==> config.mk <==
export PLATFORM = sky130hd
export DESIGN_NAME = bnn_image_loader
export DESIGN_NICKNAME = d
export VERILOG_FILES = /design/src/rtl/bnn_image_loader.sv
export SDC_FILE = /design/constraint.sdc
export NUM_CORES = 2
export LEC_CHECK = 0
export ABC_AREA = 1
export CAP_MARGIN = 20
export CORE_AREA = 2 2 314 316
export CTS_BUF_LIST = sky130_fd_sc_hd__clkbuf_4 sky130_fd_sc_hd__clkbuf_8 sky130_fd_sc_hd__clkbuf_16
export CTS_CLUSTER_DIAMETER = 100
export DETAILED_ROUTE_END_ITERATION = 10
export DIE_AREA = 0 0 316 318
export SLEW_MARGIN = 25
export SYNTH_ARGS = -nofsm -noshare
export SYNTH_HDL_FRONTEND = slang
export SYNTH_SLANG_ARGS = --single-unit
==> constraint.sdc <==
create_clock -name clk -period 3.85 [get_ports clk]
set_input_delay 0.77 -clock clk [delete_from_list [all_inputs] [get_ports clk]]
set_output_delay 0.77 -clock clk [all_outputs]
set_load 0.05 [all_outputs]
Fig. 1: clock routing
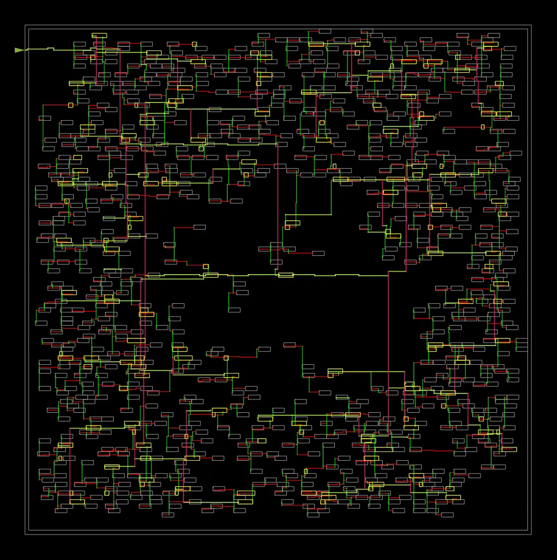
power consumed by the clock network: 9000 uW
layout clock buffer count: 130

Fig. 2: the metal 2 layer
Scale: 1 px per micron. Cells faint in the background.
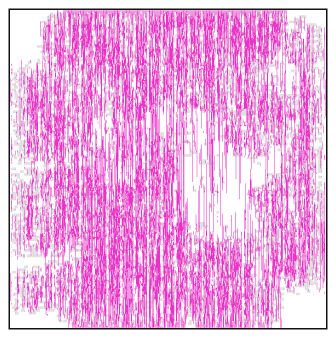
longest straight run = 114 microns
main direction = vertical
share of all routed wire = 43%
wire length on this layer = 79.3 mm
nets with wire on the layer = 4452
routed vias: 38913
Total Routed Length: 183000 microns
Global Route met2 Usage: 51.9%

Fig. 3: zoomed window
Region (227, 228) to (247, 248) microns. Cells in grey, sequential cells in the stronger grey; small squares are vias.
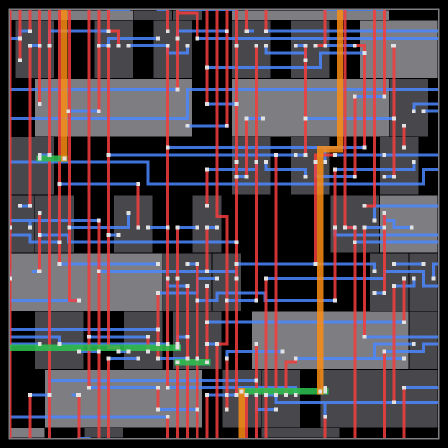
green -> met3
orange -> met4
blue -> met1
red -> met2
cells with their middle in the window = 30
most frequent = nand3_1 (9), a21oi_1 (7), dfxtp_1 (5)
sequential cells in the window = 5

Fig. 4: nets reached from selected ports
Scale: 1 px per micron.
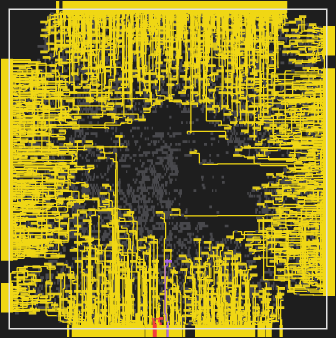
red -> state  # bits 3, direction input, end cells 4, buffers 3, wire 30.7 microns
yellow -> pixels  # bits 784, direction output, end cells 784, buffers 784, wire 48.4 mm
purple -> busy  # bits 1, direction output, end cells 1, buffers 1, wire 76.7 microns
boundary pin count: 802
total of buffers placed on input and output ports: 800

Fig. 5: signal wires by layer
Scale: 2 px per micron. Two of the layers only.
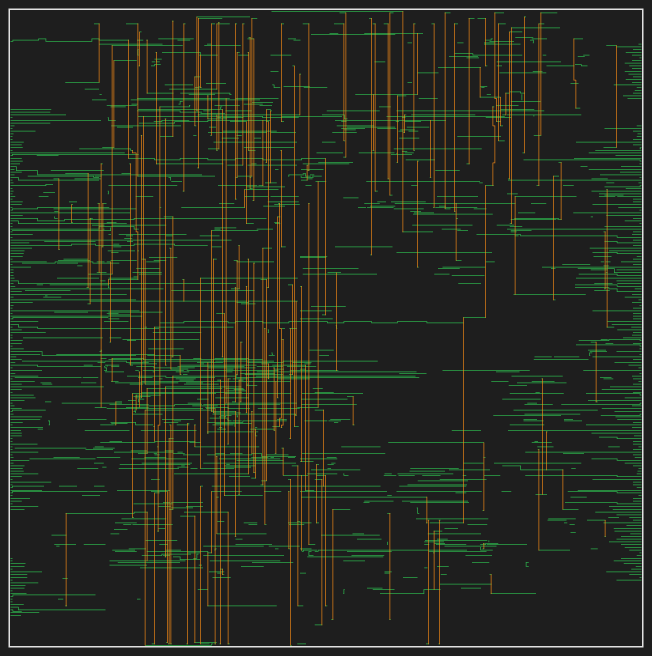
orange -> met4  # wire length 10900 microns
green -> met3  # wire length 16800 microns
total routing usage reported by global routing: 34.6%
Routed WL per cell: 26.8 microns

==> reports/qor.tcl <==
set qor(seq_power_uw) 8680
set qor(timing.hold.worst.class) {reg -> reg}
set qor(lay_top_count) {sky130_fd_sc_hd__nand3_1}
set qor(drt_antenna_net_count) 0
set qor(final.fill_count) 9779
set qor(grt_overflow_total) 0
set qor(ys.flop_type) {sky130_fd_sc_hd__dfxtp_1}
set qor(outcome) {complete, no violations}
set qor(min_delay_path_depth) 2
set qor(clk_transition_reported_paths_ps) 60
set qor(seq_power_share_pct) 33.1
set qor(timing.reg2reg.worst_path_depth) 11
set qor(post-synth-top-area-cell) {sky130_fd_sc_hd__dfxtp_1}
set qor(routabilityCongestion) 0.937
set qor(yosys-dominant-comb-family) {simple AND/OR/NAND/NOR gates}
set qor(powerComb_uw) 8570
set qor(required_time_worst_endpoint_ps) 4440
set qor(clock_net_sink_count) 795
set qor(power.density_nw_per_um2) 558
set qor(cts_repair_resize_count) 0
set qor(layout.buffer.nonclock.area_share_pct) 20.3
set qor(p_int_uw) 15400
set qor(num-nonclk-inverters) 181
set qor(synthMuxAreaShare_pct) 0
set qor(tritoncts_clock_tree) {done}
set qor(global_route_wire_length_before_repair_microns) 256000
set qor(worst_ep_arrival_time_ps) 4080
set qor(power.total_uw) 26200
set qor(numPlacedInstances) 6644
set qor(register_area_sq_um) 15900
set qor(tool_warnings) 47
set qor(setup.worst_path.end_class) {flip-flop}
set qor(power_switching_share_pct) 41.1
set qor(yosysMostFrequentCell) {sky130_fd_sc_hd__nand3_1}
set qor(multi_input_gate_share_of_the_layout_cell_area_pct) 34.4
set qor(final_layout_size_suffix_gt1_share_pct) 7.97
set qor(yosys.area_share.simple_pct) 35.0
set qor(number_of_flip_flops_and_latches_in_the_synthesized_netlist) 795
set qor(largest_register_ffs) 784
set qor(finalHoldWorstSlack_ps) 464
set qor(gr-usage-met3_pct) 7.78
set qor(setup.worst_path.class) {reg -> reg}
set qor(grt_max_degree) 174
set qor(grt_antenna_before_repair) 5
set qor(adder_cell_share_of_the_synthesized_area_pct) 0.293
set qor(post_cts_hold_buffer_count) 0
set qor(yosys_cell_count) 4733
set qor(well_tap_count) 1287
set qor(cts_inserted_buffers) 91
set qor(place.detailed.hpwl_microns) 133000
set qor(drv_cap) 0
set qor(clock_tree.buffer_depth) 3
set qor(met1_usage_pct) 46.0
set qor(final_util_pct) 48.3
set qor(clk-insertion-delay-late_ps) 680
set qor(unrepaired_setup_endpoints_after_global_routing) {false}
set qor(core_area_sq_um) 97400
set qor(met3_length_microns) 16800
set qor(final_layout_top_logic_cells) {1076 x sky130_fd_sc_hd__nand3_1, 799 x sky130_fd_sc_hd__clkdlybuf4s50_1, 795 x sky130_fd_sc_hd__dfxtp_1}
set qor(dp_worst_setup_slack_ps) 334
set qor(compound_area_share_pct) 11.7
set qor(cts-htree-levels) 3
set qor(async_reset_ff_share_pct) 0
set qor(n_sequential_cell) 795
set qor(netlist-cell-type-count) 35
set qor(synth.yosys.chip_area_sq_um) 34200
set qor(switching_power_uw) 10800
set qor(placementRows) 115
set qor(clock_network_contribution_to_total_cell_area_pct) 6.57
set qor(synth.top_cells.by_count) {1076 x sky130_fd_sc_hd__nand3_1, 795 x sky130_fd_sc_hd__dfxtp_1, 770 x sky130_fd_sc_hd__nand2_1, 742 x sky130_fd_sc_hd__a21oi_1, 466 x sky130_fd_sc_hd__nor2_1}
set qor(ys_seq_share_pct) 46.6
set qor(routed.top_layer) {met4}
set qor(final-hold-violation-count) 0
No activity file was given, so power comes from the tool's default toggle rates.
